Figure 1. Power grid (run 1).
The bar under the picture is 20 um long. Pins as bars on the die edge. Tap cells in grey.
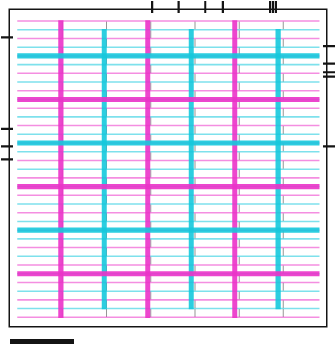
Figure 2. Cell classes on the final placement (run 1).
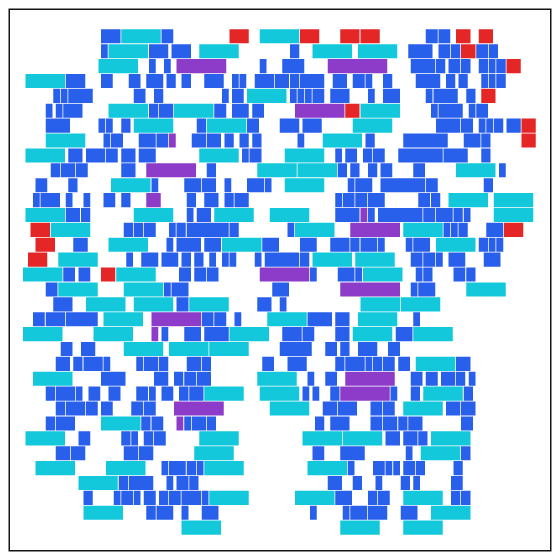
Figure 3. Clock network drawn from the DEF (run 1).
The bar under the picture is 20 um long.
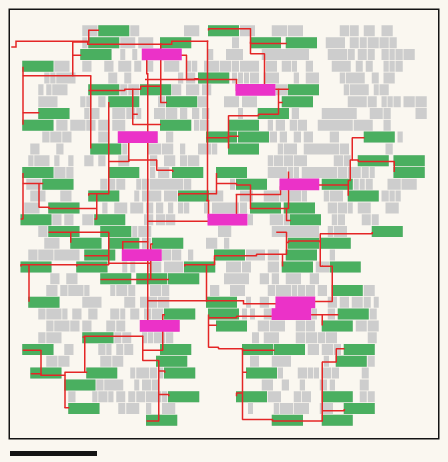
## config.mk

```make
export PLATFORM = sky130hd
export DESIGN_NAME = sevenseg_scan_counter_flat
export DESIGN_NICKNAME = d
export VERILOG_FILES = /design/src/rtl/sevenseg_pkg.sv /design/src/rtl/sevenseg_scan_counter_if.sv /design/src/rtl/btn_debounce.sv /design/src/rtl/sevenseg_scan_counter.sv /design/src/flat_wrapper.sv
export SDC_FILE = /design/constraint.sdc
export NUM_CORES = 1
export LEC_CHECK = 0
export CORE_MARGIN = 2
export CORE_UTILIZATION = 50
export CTS_BUF_LIST = sky130_fd_sc_hd__clkbuf_16
export CTS_CLUSTER_SIZE = 12
export DETAILED_ROUTE_END_ITERATION = 8
export PLACE_DENSITY_LB_ADDON = 0.12
export SLEW_MARGIN = 0
export SYNTH_ARGS = -nofsm -noshare
export SYNTH_HDL_FRONTEND = slang
export SYNTH_HIERARCHICAL = 1
export SYNTH_SLANG_ARGS = --single-unit
```

## constraint.sdc

```tcl
create_clock -name clk -period 3.2 [get_ports clk]
set_input_delay 0.48 -clock clk [delete_from_list [all_inputs] [get_ports clk]]
set_output_delay 0.48 -clock clk [all_outputs]
set_load 0.05 [all_outputs]
```

## src/rtl/sevenseg_pkg.sv

```systemverilog
// rtl/sevenseg_pkg.sv - scan modes, hex glyph table and segment helpers for sevenseg_scan_counter
package sevenseg_pkg;

   typedef enum logic [1:0] {
      MODE_FAST = 2'd0,
      MODE_MED  = 2'd1,
      MODE_SLOW = 2'd2
   } scan_mode_e;

   // Segment order a..g on bits 6..0; entry 0 is the last element of the concatenation.
   localparam logic [15:0][6:0] GLYPH_TABLE = {
      7'h47, 7'h4F, 7'h3D, 7'h4E, 7'h1F, 7'h77, 7'h7B, 7'h7F,
      7'h70, 7'h5F, 7'h5B, 7'h33, 7'h79, 7'h6D, 7'h30, 7'h7E
   };

   function automatic logic [6:0] hex_to_seg(input logic [3:0] nibble);
      return GLYPH_TABLE[nibble];
   endfunction

   // The unused encoding behaves as MODE_FAST, so it advances to MODE_MED.
   function automatic scan_mode_e next_mode(input scan_mode_e mode);
      case (mode)
         MODE_MED:  return MODE_SLOW;
         MODE_SLOW: return MODE_FAST;
         default:   return MODE_MED;
      endcase
   endfunction

endpackage

```

## src/rtl/sevenseg_scan_counter_if.sv

```systemverilog
// rtl/sevenseg_scan_counter_if.sv - pushbutton inputs and multiplexed display outputs
interface sevenseg_scan_counter_if #(
   parameter int NUM_DIGITS = 4
);
   logic                  btnleft;
   logic                  btnright;
   logic [NUM_DIGITS-1:0] grounds;
   logic [6:0]            display;
   logic                  dp;

   modport master (
      output btnleft,
      output btnright,
      input  grounds,
      input  display,
      input  dp
   );

   modport slave (
      input  btnleft,
      input  btnright,
      output grounds,
      output display,
      output dp
   );
endinterface

```

## src/rtl/btn_debounce.sv

```systemverilog
// rtl/btn_debounce.sv - 2-FF synchroniser, stability counter and release pulse for one button
module btn_debounce #(
   parameter int DEBOUNCE_CYCLES = 65536
) (
   input  logic clk,
   input  logic rst_n,
   input  logic btn,
   output logic release_pulse
);
   localparam int CW = $clog2(DEBOUNCE_CYCLES + 1);
   localparam logic [CW-1:0] LAST_COUNT = CW'(DEBOUNCE_CYCLES - 1);

   logic          sync1;
   logic          sync2;
   logic          level;
   logic [CW-1:0] stable_cnt;

   // The count restarts whenever the synchronised input agrees with the accepted level,
   // so only an unbroken run of differing samples can flip it.
   always_ff @(posedge clk) begin
      if (!rst_n) begin
         sync1         <= 1'b0;
         sync2         <= 1'b0;
         level         <= 1'b0;
         stable_cnt    <= '0;
         release_pulse <= 1'b0;
      end else begin
         sync1         <= btn;
         sync2         <= sync1;
         release_pulse <= 1'b0;
         if (sync2 == level) begin
            stable_cnt <= '0;
         end else if (stable_cnt == LAST_COUNT) begin
            stable_cnt    <= '0;
            level         <= sync2;
            release_pulse <= level;
         end else begin
            stable_cnt <= stable_cnt + 1'b1;
         end
      end
   end
endmodule

```

## src/rtl/sevenseg_scan_counter.sv

```systemverilog
// rtl/sevenseg_scan_counter.sv - debounced hex counter on a multiplexed 7-segment display
// Define LEADING_ZERO_BLANK_EN to blank digits above the highest nonzero digit.
module sevenseg_scan_counter
   import sevenseg_pkg::*;
#(
   parameter int                        NUM_DIGITS      = 4,
   parameter int                        DIV_FAST        = 15,
   parameter int                        DIV_MED         = 19,
   parameter int                        DIV_SLOW        = 25,
   parameter int                        DEBOUNCE_CYCLES = 65536,
   parameter logic [4*NUM_DIGITS-1:0]   INIT_VALUE      = '0
) (
   input  logic                   clk,
   input  logic                   rst_n,
   sevenseg_scan_counter_if.slave bus
);
   localparam int CW = 4 * NUM_DIGITS;
   localparam int IW = $clog2(NUM_DIGITS);
   localparam int PW_MF = (DIV_MED > DIV_FAST) ? DIV_MED : DIV_FAST;
   localparam int PW = (DIV_SLOW > PW_MF) ? DIV_SLOW : PW_MF;
   localparam logic [IW-1:0] LAST_IDX = IW'(NUM_DIGITS - 1);
   localparam logic [PW-1:0] MASK_FAST = {PW{1'b1}} >> (PW - DIV_FAST);
   localparam logic [PW-1:0] MASK_MED  = {PW{1'b1}} >> (PW - DIV_MED);
   localparam logic [PW-1:0] MASK_SLOW = {PW{1'b1}} >> (PW - DIV_SLOW);

   logic                  inc_pulse;
   logic                  mode_pulse;
   logic [CW-1:0]         count_q;
   logic                  ovf_q;
   scan_mode_e            mode_q;
   logic [PW-1:0]         presc_q;
   logic [IW-1:0]         idx_q;
   logic [IW-1:0]         idx_next;
   logic [NUM_DIGITS-1:0] grounds_q;
   logic [PW-1:0]         div_mask;
   logic                  scan_tick;
   logic [IW-1:0]         idx_rev;
   logic [CW-1:0]         upper_bits;
   logic [6:0]            glyph;

   btn_debounce #(.DEBOUNCE_CYCLES(DEBOUNCE_CYCLES)) u_deb_left (
      .clk           (clk),
      .rst_n         (rst_n),
      .btn           (bus.btnleft),
      .release_pulse (inc_pulse)
   );

   btn_debounce #(.DEBOUNCE_CYCLES(DEBOUNCE_CYCLES)) u_deb_right (
      .clk           (clk),
      .rst_n         (rst_n),
      .btn           (bus.btnright),
      .release_pulse (mode_pulse)
   );

   always_comb begin
      case (mode_q)
         MODE_MED:  div_mask = MASK_MED;
         MODE_SLOW: div_mask = MASK_SLOW;
         default:   div_mask = MASK_FAST;
      endcase
   end

   // The tick compares the live mode against a prescaler that is never reset on
   // mode changes, so a new period starts cleanly at the next all-ones match.
   assign scan_tick = ((presc_q & div_mask) == div_mask);

   always_comb begin
      idx_next = idx_q;
      if (scan_tick) begin
         idx_next = (idx_q == LAST_IDX) ? '0 : idx_q + 1'b1;
      end
   end

   always_ff @(posedge clk) begin
      if (!rst_n) begin
         count_q   <= INIT_VALUE;
         ovf_q     <= 1'b0;
         mode_q    <= MODE_FAST;
         presc_q   <= '0;
         idx_q     <= '0;
         grounds_q <= ~NUM_DIGITS'(1);
      end else begin
         presc_q   <= presc_q + 1'b1;
         idx_q     <= idx_next;
         grounds_q <= ~(NUM_DIGITS'(1) << idx_next);
         if (inc_pulse) begin
            count_q <= count_q + 1'b1;
            if (&count_q) begin
               ovf_q <= 1'b1;
            end
         end
         if (mode_pulse) begin
            mode_q <= next_mode(mode_q);
         end
      end
   end

   // Digit 0 is the most significant nibble, so shift by the reversed index.
   assign idx_rev    = LAST_IDX - idx_q;
   assign upper_bits = count_q >> {idx_rev, 2'b00};
   assign glyph      = hex_to_seg(upper_bits[3:0]);

`ifdef LEADING_ZERO_BLANK_EN
   assign bus.display = ((idx_q != LAST_IDX) && (upper_bits == '0)) ? 7'h00 : glyph;
`else
   assign bus.display = glyph;
`endif

   assign bus.grounds = grounds_q;
   assign bus.dp      = (idx_q == LAST_IDX) && ovf_q;

endmodule

```

## src/flat_wrapper.sv

```systemverilog
// flat-port wrapper written by rule: the top's interface ports become plain ports
module sevenseg_scan_counter_flat import sevenseg_pkg::*;
#(
   parameter int                        NUM_DIGITS      = 4,
   parameter int                        DIV_FAST        = 15,
   parameter int                        DIV_MED         = 19,
   parameter int                        DIV_SLOW        = 25,
   parameter int                        DEBOUNCE_CYCLES = 65536,
   parameter logic [4*NUM_DIGITS-1:0]   INIT_VALUE      = '0
)
  (clk, rst_n, bus_btnleft, bus_btnright, bus_grounds, bus_display, bus_dp);
  sevenseg_scan_counter_if #(.NUM_DIGITS(NUM_DIGITS)) bus_i ();
  input  logic clk;
  input  logic rst_n;
  input wire logic [$bits(bus_i.btnleft)-1:0] bus_btnleft;
  input wire logic [$bits(bus_i.btnright)-1:0] bus_btnright;
  output wire logic [$bits(bus_i.grounds)-1:0] bus_grounds;
  output wire logic [$bits(bus_i.display)-1:0] bus_display;
  output wire logic [$bits(bus_i.dp)-1:0] bus_dp;
  assign bus_i.btnleft = bus_btnleft;
  assign bus_i.btnright = bus_btnright;
  assign bus_grounds = bus_i.grounds;
  assign bus_display = bus_i.display;
  assign bus_dp = bus_i.dp;
  sevenseg_scan_counter #(.NUM_DIGITS(NUM_DIGITS), .DIV_FAST(DIV_FAST), .DIV_MED(DIV_MED), .DIV_SLOW(DIV_SLOW), .DEBOUNCE_CYCLES(DEBOUNCE_CYCLES), .INIT_VALUE(INIT_VALUE)) u_core (.clk(clk), .rst_n(rst_n), .bus(bus_i));
endmodule
```

==> impl_metrics.py, run 1 <==
# Synthesis and PnR figures
metrics = {
    "power": {
        "power_density_nw_per_um2": 458,
        "combPwrFrac_pct": 1.8,
        "sequentialPowerShare_pct": 50.6,
        "total_power_mw": 2.28,
        "p_sw_uw": 446,
        "swShare_pct": 19.5,
        "p_int_mw": 1.84,
    },
    "route": {
        "first_iter_violations": 82,
        "avgRoutedWirePerCell_um": 13.5,
        "firstDrtPassIters": 4,
        "drc_errors": 0,
        "wirelength_um": 8390,
        "vias": 3599,
        "routed_via_density": 5.78,
    },
    "run": {
        "warning_count": 33,
        "cap_violations": 0,
    },
    "timing": {
        "worst_slew_margin_rel_pct": 61.1,
        "tightest_slew_ps": 583,
        "finalCriticalPeriod_ps": 2930,
        "finalCritPeriodShare_pct": 91.7,
        "rsz0062_at_grt": "no",
        "setup_slack_ps": 266,
        "tns_ps": 0,
        "hold_viol_final": 0,
        "setup_viol": 0,
        "final-max-slew-violation-count": 0,
        "clock.fmax_ghz": 0.341,
    },
    "finish": {
        "area_delta_synth_final_pct": 11.3,
        "fill_cells": 793,
        "fin_nets": 530,
        "final_cell_mix": "dfxtp_1 (92), nor2_1 (43), a21oi_1 (35)",
        "drive_above_1_share_pct": 7.38,
        "lay_top_count": "dfxtp_1",
    },
    "critical_path": {
        "end_kind": "primary output",
        "crit_path_cell_trace": "mux4_2 -> inv_1 -> ha_1 -> nor2b_1 -> nor3_1 -> a21oi_1 -> buf_4",
        "crit_path_top_delay_cell": "dfxtp_1",
        "path_max_fanout": 12,
        "crit_type": "reg2out",
        "startpoint_type": "flop",
        "cp.required_ps": 2720,
        "timing.rr.start": "u_core/u_deb_right/stable_cnt[0]",
        "worstReg2RegEnd": "u_core/u_deb_right/stable_cnt[11]",
        "arrival_ps": 2450,
        "r2r_cells": 8,
    },
    "cts": {
        "cts-root-buf": "clkbuf_16",
        "hold_buffers": 0,
        "post_cts_buffers": 0,
        "clk_path_buf_depth": 2,
        "cts_tree": "yes",
        "cts.clk_slew.worst_paths_ps": 60,
        "clock_sinks": 92,
        "cts_made_buffers": 9,
        "cts_htree_levels": 3,
    },
    "worst_hold_path": {
        "hold_end": "u_core/u_deb_right/sync2",
        "hold_start": "u_core/u_deb_right/sync1",
    },
    "global_route": {
        "grt_max_degree": 36,
        "grt_pass1_wl_um": 14500,
        "gr-total-overflow": 0,
        "track_usage_pct": 17.9,
        "grt_pass1_vias": 3283,
    },
    "synthesis": {
        "synthArstFlopShare_pct": 0,
        "ys_sh_mux_pct": 7.18,
        "fa_ha_area_share_pct": 4.47,
        "synth_xor_xnor_area_share_pct": 6.01,
        "synth_area_per_cell_um2": 8.96,
        "yosys_area_um2": 4480,
        "post_synth_num_cell_types": 45,
        "synth_cells": 500,
        "ys_cells": 500,
        "yosysWarnings": 6,
        "area_leaders": "dfxtp_1 (41%), mux2i_1 (4.9%), ha_1 (4.5%)",
        "simple_gate_share_pct": 29.1,
        "synth_nets": 520,
        "synth-edff-count": 0,
        "yosysTopAreaCellShare_pct": 41.1,
        "aoi_share_pct": 8.83,
        "ys.flop_type": "dfxtp_1",
        "ys.flops": 92,
        "top_area_cell": "dfxtp_1",
    },
    "place": {
        "hpwl_um": 5780,
        "dp_slack_ps": 612,
        "portBuffers": 15,
        "place_area_um2": 4680,
        "gp_congestion": 0.809,
    },
    "floorplanning": {
        "fp-utilization_pct": 51.4,
        "dieArea_um2": 9730,
        "rows": 34,
        "pin_count": 16,
    },
    "run_status": {
        "status": "finished clean",
    },
}
About Figure 1:
[magenta] VSS
[cyan] VDD
rows: 34
signal pins: 16
tap cells: 108
met4 straps: 6
die height: 98.7 um
core area: 8720 um^2
DIE WIDTH: 98.7 um
Peak VDD IR: 0.255 mV

About Figure 2:
[blue] combinational and other logic | cells: 390 | share of their area: 53%
[red] remaining buffers and delay cells | cells: 17 | share of their area: 3.0%
[purple] clock drivers and dummy loads | cells: 16 | share of their area: 6.3%
[cyan] sequential cells | cells: 92 | share of their area: 38%
design area: 4990 um^2
Final Core Density: 57.2%

About Figure 3:
[green] flip-flops | count: 92
[red] clock wires | length: 1,050 um
[magenta] clock drivers | count: 9
routed clock nets: 10
flops lie: all over the die
Clock Skew: 7.72 ps
Clock Power: 1.09 mW
clock share of power: 47.6%
worst-skew pair later-pin latency: 340 ps

[run 1: logic make-up (layout without fill, tap and decap cells)]
family / Yosys count / in the layout
and+or+nand+nor: 233 / 233
xor gates and xnor gates: 29 / 29
DFF: 92 / 92
buffers and inverters: 35 / 50
AOI/OAI and AO/OA: 68 / 68
muxes: 27 / 27
adders and majority gates: 16 / 16
[run 1: cell usage after synthesis (all sizes together) (2+ instances only)]
cell / instances
nand2: 33
nand4: 23
nor2b: 8
nor2: 43
mux2i: 22
or4: 14
and3: 10
a21oi: 35
nand3b: 8
nor4: 18
and4: 2
ha: 16
nand2b: 6
xnor2: 15
inv: 17
and2: 8
or2: 2
and4b: 2
xor2: 14
mux4: 4
nor3b: 2
dfxtp: 92
o31ai: 13
buf: 3
nor3: 7
or3: 12
nand3: 35
clkbuf: 15
o21ai: 14
[run 1: registers in the layout, indices dropped and copies added (netlist names)]
register / flops
u_core/bus.grounds: 4
u_core/count_q: 16
u_core/idx_q: 2
u_core/mode_q: 2
u_core/ovf_q: 1
u_core/presc_q: 25
u_core/u_deb_left/level: 1
u_core/u_deb_left/release_pulse: 1
u_core/u_deb_left/stable_cnt: 17
u_core/u_deb_left/sync1: 1
u_core/u_deb_left/sync2: 1
u_core/u_deb_right/level: 1
u_core/u_deb_right/release_pulse: 1
u_core/u_deb_right/stable_cnt: 17
u_core/u_deb_right/sync1: 1
u_core/u_deb_right/sync2: 1
[run 1: power by group through the flow]
stage / clock network, mW / logic [mW] / registers [mW]
after global placement: 0 / 0.0402 / 1.18
final: 1.09 / 0.0411 / 1.16
after CTS: 1.12 / 0.0419 / 1.16
after detailed placement: 0 / 0.0415 / 1.18
after floorplan: 0 / 0.0306 / 1.18
after global routing: 1.17 / 0.0468 / 1.16
[run 1: worst max-delay path: cells and delay by family, from the launching register on]
kind / cells / cell delay, ps
DFF: 1 / 640
muxes: 1 / 640
buffers and inverters: 2 / 360
and+or+nand+nor: 2 / 190
adders and majority gates: 1 / 170
AOI/OAI and AO/OA: 1 / 120
[run 1: worst max path at each step]
stage	from	end	slack (ps)	cells past startpoint
2_1_floorplan	u_core/idx_q[0]	bus_display[3]	100	6
3_3_place_gp	u_core/idx_q[0]	bus_display[3]	660	7
3_5_place_dp	u_core/idx_q[0]	bus_display[2]	610	7
4_1_cts	u_core/idx_q[0]	bus_display[2]	260	7
5_1_grt	u_core/idx_q[0]	bus_display[2]	70	7
6_report	u_core/idx_q[0]	bus_display[2]	270	7
[run 1: through the flow]
step                instances  util, %  hold slack, ps
global route              623     57.2             460
detailed placement        607     53.7             428
floorplan                 500        -             412
CTS                       623     57.2             438
finish                    623     57.2             436
global placement          607     53.7             423
[run 1: routing by layer]
metal / part of all wire, % / global-route usage [%] / wire length (um)
met1: 49 / 23.5 / 4090
met5: 0 / 0 / 0
met4: 1.1 / 5.16 / 93
met2: 47 / 29.6 / 3920
met3: 3.4 / 4.33 / 286
[run 1: area by class of cell]
cell class,instances,area [um^2],share of cell area [%]
Tap cell,108,135,2.71
Clock inverter,7,82.6,1.66
Sequential cell,92,1840,36.9
Inverter,17,63.8,1.28
Clock buffer,9,225,4.52
Multi-Input combinational cell,373,2490,49.9
Timing Repair Buffer,17,148,2.96
==> run 1 -> run 2 <==
--- a/config.mk
+++ b/config.mk
@@ -10,7 +10,7 @@
 export CTS_BUF_LIST = sky130_fd_sc_hd__clkbuf_16
 export CTS_CLUSTER_SIZE = 12
 export DETAILED_ROUTE_END_ITERATION = 8
-export PLACE_DENSITY_LB_ADDON = 0.12
+export PLACE_DENSITY = 0.71
 export SLEW_MARGIN = 0
 export SYNTH_ARGS = -nofsm -noshare
 export SYNTH_HDL_FRONTEND = slang
==> constraint.sdc (replaced) <==
create_clock -name clk -period 2.41 [get_ports clk]
set_input_delay 0.3615 -clock clk [delete_from_list [all_inputs] [get_ports clk]]
set_output_delay 0.3615 -clock clk [all_outputs]
set_load 0.05 [all_outputs]
Figure 4. Routed metal, one colour a layer (run 2).
The bar under the picture is 20 um long. Only two layers are drawn.
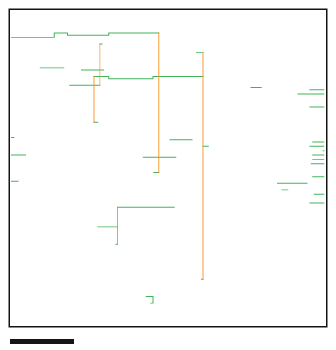
[green] metal 3 | wire length: 229 um
[orange] metal 4 | wire length: 153 um
routed wire length: 9030 um
DR vias: 3,704
WL/cell: 14.1 um
total track usage: 18.5%

Figure 5. Power grid (run 2).
The bar under the picture is 20 um long. Pins as bars on the die edge. Tap cells in grey.
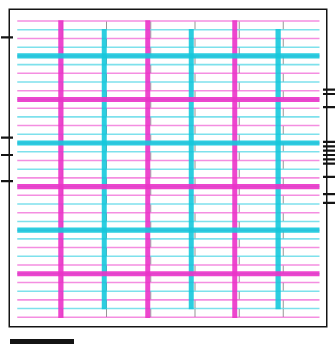
[cyan] VDD
[magenta] VSS
met1 rails: 35
met5 straps: 6
rows: 34
Peak VDD IR: 0.322 mV

Figure 6. Cell classes on the final placement (run 2).
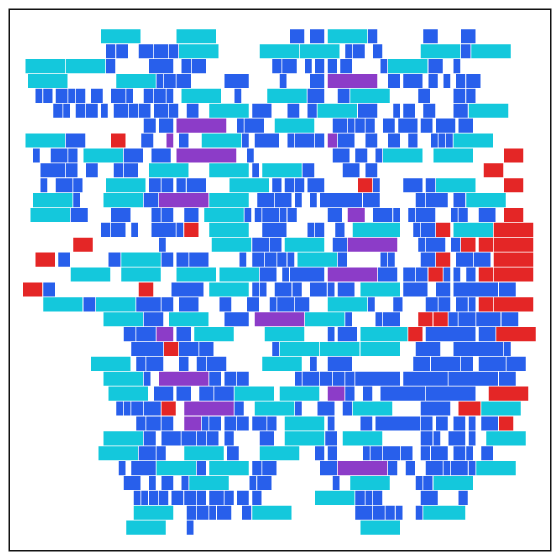
[purple] clock drivers and dummy loads | cells: 16 | share of their area: 5.8%
[red] remaining buffers and delay cells | cells: 32 | share of their area: 6.7%
[blue] combinational and other logic | cells: 391 | share of their area: 52%
[cyan] sequential cells | cells: 92 | share of their area: 36%
Final Core Density: 61.2%
row cnt: 34

==> impl_metrics.py, run 2 <==
# Synthesis and PnR figures
metrics = {
    "timing": {
        "tightest_slew_ps": 507,
        "finalCritPeriodShare_pct": 104,
        "clock.fmax_ghz": 0.400,
        "setup_viol": 6,
        "hold_viol_final": 0,
        "setup_slack_ps": -87.2,
        "whs_ps": 433,
    },
    "critical_path": {
        "end_kind": "primary output",
        "crit_path_top_delay_cell": "mux4_2",
        "timing.rr.start": "u_core/u_deb_right/stable_cnt[0]",
        "r2r_cells": 8,
        "startpoint_type": "flop",
        "crit_type": "reg2out",
    },
    "synthesis": {
        "ys.flop_type": "dfxtp_1",
        "ys.flops": 92,
        "synthArstFlopShare_pct": 0,
        "top_area_cell": "dfxtp_1",
        "synth-edff-count": 0,
        "area_leaders": "dfxtp_1 (41%), mux2i_1 (4.9%), ha_1 (4.5%)",
        "synth_nets": 520,
        "common_cells": "dfxtp_1 (92), nor2_1 (43), a21oi_1 (35)",
        "synth_area_per_cell_um2": 8.96,
        "synth_cells": 500,
    },
    "global_route": {
        "grt_max_degree": 29,
        "grt_pass1_vias": 3428,
        "gr-total-overflow": 0,
        "grt_most_used_layer": "met2",
        "met3_usage_pct": 3.48,
    },
    "place": {
        "portBuffers": 15,
        "dp.cells": 614,
    },
    "worst_hold_path": {
        "hold_end": "u_core/u_deb_left/sync2",
    },
    "cts": {
        "cts_tree": "yes",
        "cts_htree_levels": 3,
        "clock_sinks": 92,
        "clk_path_buf_depth": 2,
        "cts_made_buffers": 9,
        "cts.clk_slew.worst_paths_ps": 60,
    },
    "route": {
        "drc_errors": 0,
        "routed_via_density": 5.80,
        "firstDrtPassIters": 4,
    },
    "floorplanning": {
        "fp.dieH_um": 98.7,
        "core_area_um2": 8720,
        "die_x_um": 98.7,
    },
    "run_status": {
        "violations": "negative setup slack",
        "status": "finished, violations left",
    },
    "finish": {
        "drive_above_1_share_pct": 16.0,
        "final_cells": 639,
        "seqCellArea_um2": 1850,
        "top_register": "u_core/presc_q",
        "final_cell_mix": "dfxtp_1 (89), nor2_1 (42), nand2_1 (32), nand3_1 (32), a21oi_1 (29)",
        "lay_top_count": "dfxtp_1",
        "fin_nets": 546,
        "top_regs": "u_core/presc_q: 25 flops, u_core/u_deb_left/stable_cnt: 17 flops, u_core/u_deb_right/stable_cnt: 17 flops",
        "fill_cells": 704,
        "area_delta_synth_final_pct": 19.1,
    },
    "run": {
        "warning_count": 36,
    },
    "power": {
        "power_density_nw_per_um2": 564,
    },
}
==> run 2: netlist changes by cell type in the layout (fill, tap and decap cells not counted), sizes merged <==
cell / before / now
inv: 18 / 20
buf: 9 / 25
clkinvlp: 1 / 0
clkdlybuf4s50: 8 / 7
bufinv: 2 / 1
mux4: 4 / 5
==> run 2: power breakdown <==
part / total [mW] / leakage, nW / switching, mW / internal [mW]
Sequential: 1.53 / 0.745 / 0.00683 / 1.53
Combinational: 0.0580 / 0.883 / 0.0372 / 0.0208
Clock: 1.42 / 0.152 / 0.608 / 0.811
==> run 2: logic make-up (layout without fill, tap and decap cells) <==
logic type / Yosys count / in the layout / synth area share, %
multiplexers: 27 / 28 / 7.18
buffers and inverters: 35 / 65 / 3.27
adder cells (fa/ha/maj): 16 / 16 / 4.47
AND/OR/NAND/NOR: 233 / 233 / 29.1
XOR/XNOR: 29 / 29 / 6.01
AND-OR/OR-AND: 68 / 68 / 8.83
flip-flops: 92 / 92 / 41.1
==> run 2: area by class of cell <==
| class | instances | share of cell area (%) |
|---|---|---|
| timing repair buffer | 32 | 6.54 |
| clock inverter | 7 | 1.38 |
| sequential | 92 | 34.7 |
| clock buffer | 9 | 4.22 |
| multi-input combinational | 374 | 49.3 |
| tap | 108 | 2.53 |
| inverter | 17 | 1.34 |
==> run 2: worst max-delay path by stage <==
stage	start	to	slack [ps]	cells past startpoint
2_1_floorplan	u_core/idx_q[0]	bus_display[3]	-230	6
3_3_place_gp	u_core/idx_q[0]	bus_display[3]	140	7
3_5_place_dp	u_core/u_deb_left/stable_cnt[0]	u_core/u_deb_left/stable_cnt[9]	40	8
4_1_cts	u_core/idx_q[0]	bus_display[6]	-60	5
5_1_grt	u_core/idx_q[0]	bus_display[0]	-150	6
6_report	u_core/idx_q[0]	bus_display[0]	-90	6
==> run 2: stage by stage <==
stage / total power [mW] / util (%) / setup slack, ps / area [um^2] / setup TNS [ps]
after CTS: 3.04 / 59.9 / -63.5 / 5220 / -255
after global placement: 1.63 / 55.5 / 141 / 4840 / 0
after detailed placement: 1.63 / 55.5 / 40.3 / 4840 / 0
after floorplan: 1.61 / - / -227 / 4500 / -227
final: 3.01 / 61.2 / -87.2 / 5340 / -320
after global routing: 3.11 / 61.2 / -148 / 5340 / -815
==> run 2: critical path, delay by kind of cell (launching register included) <==
family | cells | cell delay (ps)
DFF | 1 | 390
buffers and inverters | 1 | 160
muxes | 1 | 600
and+or+nand+nor | 1 | 110
adders and majority gates | 1 | 250
AOI/OAI and AO/OA | 2 | 290
==> run 2: metal layers <==
layer  vias up  wire length [um]  share of wire, %
met3        13               228               2.5
li1       1869                 -                 -
met1      1780              4250                47
met4         0               153               1.7
met5         -                 0                 0
met2        42              4400                49
==> run 2: repair_timing <==
item,in CTS,in global routing
endpoints found under the setup margin,14,18
pin swaps,1,1
gates resized,17,14
cloned,0,1
setup buffers,3,5
No activity file was given, so power comes from the tool's default toggle rates.
